===== config.mk =====
export PLATFORM = sky130hd
export DESIGN_NAME = term_loop_tile
export DESIGN_NICKNAME = d
export VERILOG_FILES = /design/src/rtl/term_loop_tile.sv
export SDC_FILE = /design/constraint.sdc
export NUM_CORES = 1
export LEC_CHECK = 0
export CELL_PAD_IN_SITES_DETAIL_PLACEMENT = 0
export CELL_PAD_IN_SITES_GLOBAL_PLACEMENT = 1
export CORE_MARGIN = 3
export CORE_UTILIZATION = 36
export DETAILED_ROUTE_END_ITERATION = 12
export GPL_TIMING_DRIVEN = 1
export PLACE_DENSITY_LB_ADDON = 0.1
export SLEW_MARGIN = 10
export SYNTH_ARGS = -nofsm -noshare
export SYNTH_HDL_FRONTEND = slang
export SYNTH_SLANG_ARGS = --single-unit

===== constraint.sdc =====
create_clock -name UserCLK -period 2.9 [get_ports UserCLK]
set_input_delay 0.87 -clock UserCLK [delete_from_list [all_inputs] [get_ports UserCLK]]
set_output_delay 0.87 -clock UserCLK [all_outputs]
set_load 0.03 [all_outputs]

===== src/rtl/term_loop_tile.sv =====
// Terminating tile: loops END back to BEG under configuration control and
// runs an LFSR round-trip self-test through the fabric wires.
module term_loop_tile #(
    parameter int WIRES           = 8,
    parameter int MaxFramesPerCol = 20,
    parameter int FrameBitsPerRow = 32,
    parameter int CFG_FRAME       = 0,
    parameter int LAT             = 2
) (
    input  logic                       UserCLK,
    input  logic                       UserRST,
    output logic                       UserCLKo,
    input  logic [FrameBitsPerRow-1:0] FrameData,
    output logic [FrameBitsPerRow-1:0] FrameData_O,
    input  logic [MaxFramesPerCol-1:0] FrameStrobe,
    output logic [MaxFramesPerCol-1:0] FrameStrobe_O,
    input  logic [WIRES-1:0]           END,
    output logic [WIRES-1:0]           BEG,
    output logic                       TestBusy,
    output logic                       TestDone,
    output logic                       TestFail,
    output logic [7:0]                 ErrCount
);

    localparam logic [1:0] S_IDLE  = 2'd0;
    localparam logic [1:0] S_DRIVE = 2'd1;
    localparam logic [1:0] S_FLUSH = 2'd2;
    localparam logic [1:0] S_DONE  = 2'd3;

    localparam logic [15:0] SEED = 16'hACE1;

    // Behavioural stand-ins for the fabric's clock and data buffers.
    assign UserCLKo      = UserCLK;
    assign FrameData_O   = FrameData;
    assign FrameStrobe_O = FrameStrobe;

    logic [FrameBitsPerRow-1:0] cfg_q;
    logic                       start_prev_q;
    logic [1:0]                 state_q, state_d;
    logic [7:0]                 cnt_q, cnt_d;
    logic [15:0]                lfsr_q, lfsr_d;
    logic [7:0]                 err_q, err_d;
    logic [WIRES-1:0]           beg_test_q, beg_test_d;
    logic [WIRES-1:0]           loop_q;
    logic [LAT-1:0]             dl_vld_q;
    logic [WIRES-1:0]           dl_pat_q [LAT];
    logic                       clr_vld;

    logic       cfg_en, cfg_reg, cfg_start, cfg_inv;
    logic [7:0] cfg_len;
    logic       start_rise, busy, mismatch;
    logic       unused_cfg;

    assign cfg_en     = cfg_q[0];
    assign cfg_reg    = cfg_q[1];
    assign cfg_start  = cfg_q[2];
    assign cfg_inv    = cfg_q[3];
    assign cfg_len    = cfg_q[15:8];
    assign unused_cfg = ^{cfg_q[7:4], cfg_q[FrameBitsPerRow-1:16]};

    assign start_rise = cfg_start & ~start_prev_q;
    assign busy       = (state_q == S_DRIVE) || (state_q == S_FLUSH);
    assign mismatch   = busy && dl_vld_q[LAT-1] && (END != dl_pat_q[LAT-1]);

    function automatic logic [15:0] lfsr_step(input logic [15:0] s);
        return {s[0] ^ s[2] ^ s[3] ^ s[5], s[15:1]};
    endfunction

    // NOTE: every variable gets a default before the case so no path leaves
    // it unassigned; otherwise synthesis infers a latch.
    always_comb begin
        state_d    = state_q;
        cnt_d      = cnt_q;
        lfsr_d     = lfsr_q;
        err_d      = err_q;
        beg_test_d = '0;
        clr_vld    = 1'b0;
        case (state_q)
            S_IDLE: begin
                if (cfg_en && start_rise) begin
                    state_d    = S_DRIVE;
                    cnt_d      = cfg_len - 8'd1;  // LEN=0 wraps to 255, i.e. 256 cycles
                    lfsr_d     = lfsr_step(SEED);
                    beg_test_d = SEED[WIRES-1:0];
                    err_d      = '0;
                end
            end
            S_DRIVE: begin
                if (!cfg_en) begin
                    state_d = S_IDLE;
                    clr_vld = 1'b1;
                end else begin
                    lfsr_d = lfsr_step(lfsr_q);
                    if (cnt_q == 8'd0) begin
                        state_d = S_FLUSH;
                        cnt_d   = 8'(LAT - 1);
                    end else begin
                        cnt_d      = cnt_q - 8'd1;
                        beg_test_d = lfsr_q[WIRES-1:0];
                    end
                end
            end
            S_FLUSH: begin
                if (!cfg_en) begin
                    state_d = S_IDLE;
                    clr_vld = 1'b1;
                end else if (cnt_q == 8'd0) begin
                    state_d = S_DONE;
                end else begin
                    cnt_d = cnt_q - 8'd1;
                end
            end
            default: begin
                if (!cfg_start) state_d = S_IDLE;
            end
        endcase
        if (mismatch && (err_q != 8'hFF)) err_d = err_q + 8'd1;
    end

    // NOTE: sequential state uses non-blocking assignments so every flop
    // samples pre-edge values regardless of block evaluation order.
    always_ff @(posedge UserCLK) begin
        if (UserRST) begin
            cfg_q        <= '0;
            start_prev_q <= 1'b0;
            state_q      <= S_IDLE;
            cnt_q        <= '0;
            lfsr_q       <= SEED;
            err_q        <= '0;
            beg_test_q   <= '0;
            loop_q       <= '0;
            dl_vld_q     <= '0;
        end else begin
            if (FrameStrobe[CFG_FRAME]) cfg_q <= FrameData;
            start_prev_q <= cfg_start;
            state_q      <= state_d;
            cnt_q        <= cnt_d;
            lfsr_q       <= lfsr_d;
            err_q        <= err_d;
            beg_test_q   <= beg_test_d;
            loop_q       <= END ^ {WIRES{cfg_inv}};
            if (clr_vld) begin
                dl_vld_q <= '0;
            end else begin
                dl_vld_q[0] <= (state_q == S_DRIVE);
                for (int i = 1; i < LAT; i++) dl_vld_q[i] <= dl_vld_q[i-1];
            end
        end
    end

    // NOTE: the pattern store has no reset; its contents are only observed
    // behind a valid bit, and the valids are reset.
    always_ff @(posedge UserCLK) begin
        dl_pat_q[0] <= beg_test_q;
        for (int i = 1; i < LAT; i++) dl_pat_q[i] <= dl_pat_q[i-1];
    end

    always_comb begin
        if (busy)          BEG = beg_test_q;
        else if (!cfg_en)  BEG = '0;
        else if (cfg_reg)  BEG = loop_q;
        else               BEG = END ^ {WIRES{cfg_inv}};
    end

    assign TestBusy = busy;
    assign TestDone = (state_q == S_DONE);
    assign TestFail = TestDone && (err_q != 8'd0);
    assign ErrCount = err_q;

endmodule


==> images/wires.png <==
Two of the layers only.
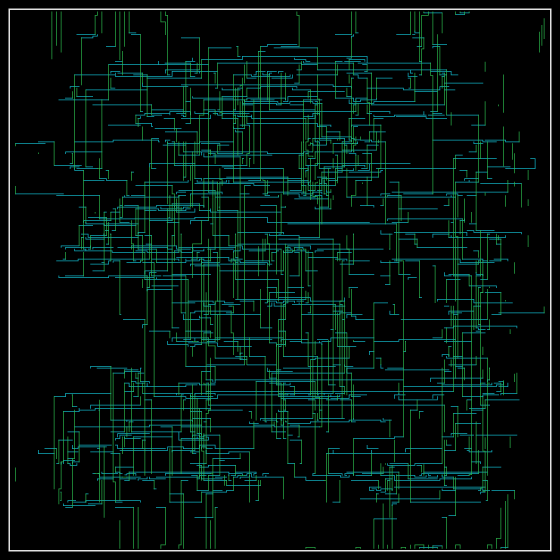
Cyan is metal 1, wire length 4,220 um. Green is metal 2, wire length 3,730 um.

==> images/io_placement.png <==
Pins as bars across the die edge, other pins in gray.
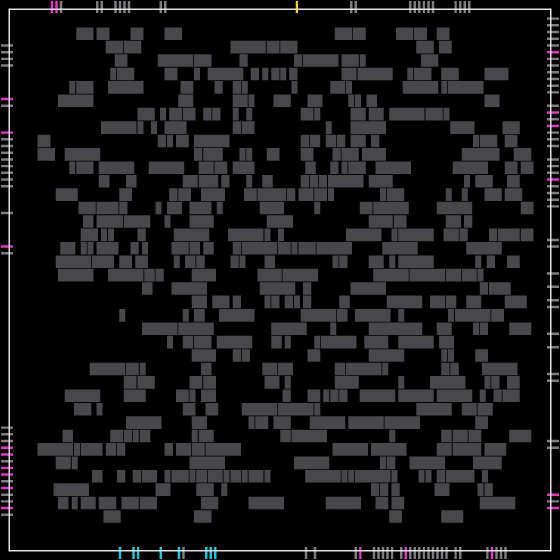
Cyan is `ErrCount`, pins 8, direction output, edge bottom. Yellow is `UserRST`, pins 1, direction input, edge top. Magenta is `FrameStrobe_O`, pins 20, direction output, edge 9 left, 6 right, 3 bottom, 2 top.

==> images/clocks.png <==
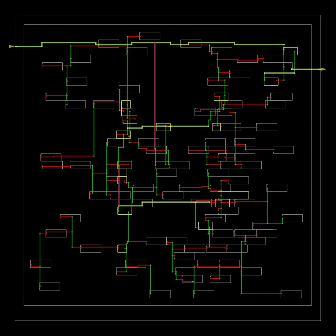
flop count: 81
clk_lat worst skew: 0.45 ns
Layout clock buffers: 13

==> GITHUB_STEP_SUMMARY <==
## Synthesis and layout report

| Metric | Value |
|---|---|
| Reg2reg path depth | 7 |
| Hold/Removal Path Class | reg -> reg |
| Slowest-stage cell, CP | dlygate4sd2_1 |
| CP startpoint kind | clock port |
| Synth Flop Type | dfxtp_1 |
| Nets | 519 |
| Number of I/O port buffers | 55 |
| Synth flops | 81 |
| Met2 wire length | 3730 um |
| OpenROAD warning count | 33 |
| Sw Pwr | 0.753 mW |
| Io pins | 134 |
| YS warnings | 0 |
| Total chip power | 2.59 mW |
| Post-synth mux share | 0.0389 |
| Global-route track usage on met2 | 0.221 |
| Vias | 2,903 |
| Outcome | completed |
| Crit-path max FO | 2 |
| Met1 usage in global routing | 0.217 |
| Worst Tran Pin Value | 0.680 ns |
| Fill cell count | 1,049 |
| Cell area after layout | 4450 um^2 |
| Pin count of the biggest net entering global routing | 46 |
| Post-CTS Hold Fix Bufs | 0 |
| Die Span Y | 110 um |
| Crit. Startpoint | UserCLK |
| Drt first-iter violations | 121 |
| Remaining antenna violation count after routing | 0 |
| Pwr dens | 580 nW/um^2 |
| Cell Int Power | 1.83 mW |
| Xor/xnor share | 0.0613 |
| Die Wd | 110 um |
| Final GP Congestion | 0.786 |
| VDD IR-drop max | 0.000215 V |
| Clk pwr | 1.02 mW |
| Seq pwr | 1.18 mW |
| Crit-path leading delay family | buffers and inverters |
| Top post-synthesis cells by count | dfxtp_1, nor2_1, buf_4 |
| WHS | 0.331 ns |
| Routed WL | 8640 um |
| Residual DRC | 0 |
| Seq share, synth | 0.420 |
| Post-synth EDFFs | 0 |
| Final hold vios | 0 |
| Top-area cell share | 0.420 |
| Syn Area/Cell | 8.79 um^2 |
| Cell mode on critical path | clkbuf_8 |
| Layout cell share with drive strength beyond 1 | 0.145 |
| Row count | 37 |
| Top cells by area, synth | dfxtp_1, buf_4, xnor2_1, nor2_1, mux2i_1 |
| CTS tree | yes |
| Worst slack, placed | -0.0169 ns |
| Resized Gates After CTS | 6 |
| Gate Count Post-Synth | 439 |
| Vias per cell | 4.92 |
| Die Size | 12,000 um^2 |
| Yosys cell types | 50 |
| Hold path startpoint | dl_pat_q[0][6] |
| Post-synth top area cell | dfxtp_1 |
| WL met3 | 622 um |
| Grt total ovfl | 0 |
| Post-synthesis simple-gate area fraction | 0.148 |
| Metal-1 WL | 4220 um |
| Final setup vio count | 0 |
| CP required | 2.03 ns |
| Yosys chip area | 3860 um^2 |
| Compound Share, Synth | 0.163 |
| Top non-seq family | AND-OR/OR-AND gates |
| Post-synth ARST share | 0 |
| Wire length per cell | 14.7 um |
| Combinational share of power | 0.149 |
| R2r endpoint | cnt_q[1] |
| Setup crit end kind | primary output |
| Final Max Slew Viols | 0 |
| Initial antenna violation count | 0 |
| Placed cell area | 4150 um^2 |
| GRT Total Usage | 0.154 |
| Final WS setup | 0.0126 ns |
| WHS Path Cells | 0 |
| Switching share of total power | 0.291 |
| Sequential power share | 0.456 |
| Relative slew margins | 0.542 |
| Hold-critical path endpoint | dl_pat_q[0][14] |
| Maxcap violations | 0 |
| Critical-path cell list | clkbuf_8 -> clkbuf_8 -> dlygate4sd2_1 |
| RSZ-0062 raised after global routing | yes |
| Ant. Diodes | 0 |
| P_comb | 0.385 mW |
| Adder Area Share | 0.0259 |
| CP arrival | 2.02 ns |
| Yosys Instances | 439 |
| Post-DP HPWL | 6000 um |
| Setup bufs post-CTS | 0 |
| CORE AREA | 10,400 um^2 |
| WP depth | 3 |
| Critical Path Max Stage Delay | 0.34 ns |
| Logic area | 1720 um^2 |
| Total leakage power | 1.81 nW |
| Dominant logic cell type in the layout | dfxtp_1 |
==> sequential cells by signal (all words and copies together) (netlist names), 2 cells and up <==
register    cells
cfg_q          12
lfsr_q         16
dl_pat_q       16
state_q         2
dl_vld_q        2
beg_test_q      8
loop_q          8
cnt_q           8
ErrCount        8
==> metrics by stage <==
step | TNS (ns) | utilization | instances
floorplan | -0.176 | - | 439
global placement | -0.00693 | 0.400 | 571
detailed placement | -0.0245 | 0.400 | 571
CTS | 0 | 0.424 | 590
global route | -0.0181 | 0.430 | 590
finish | 0 | 0.430 | 590
==> cell type report <==
class                           count  share of cell area
Inverter                           19              0.0160
Clock buffer                       13              0.0390
Multi-Input combinational cell    267               0.386
Clock inverter                      7              0.0188
Sequential cell                    81               0.364
Timing Repair Buffer               67               0.137
Tap cell                          136              0.0382
Power and IR drop assume default switching activity.
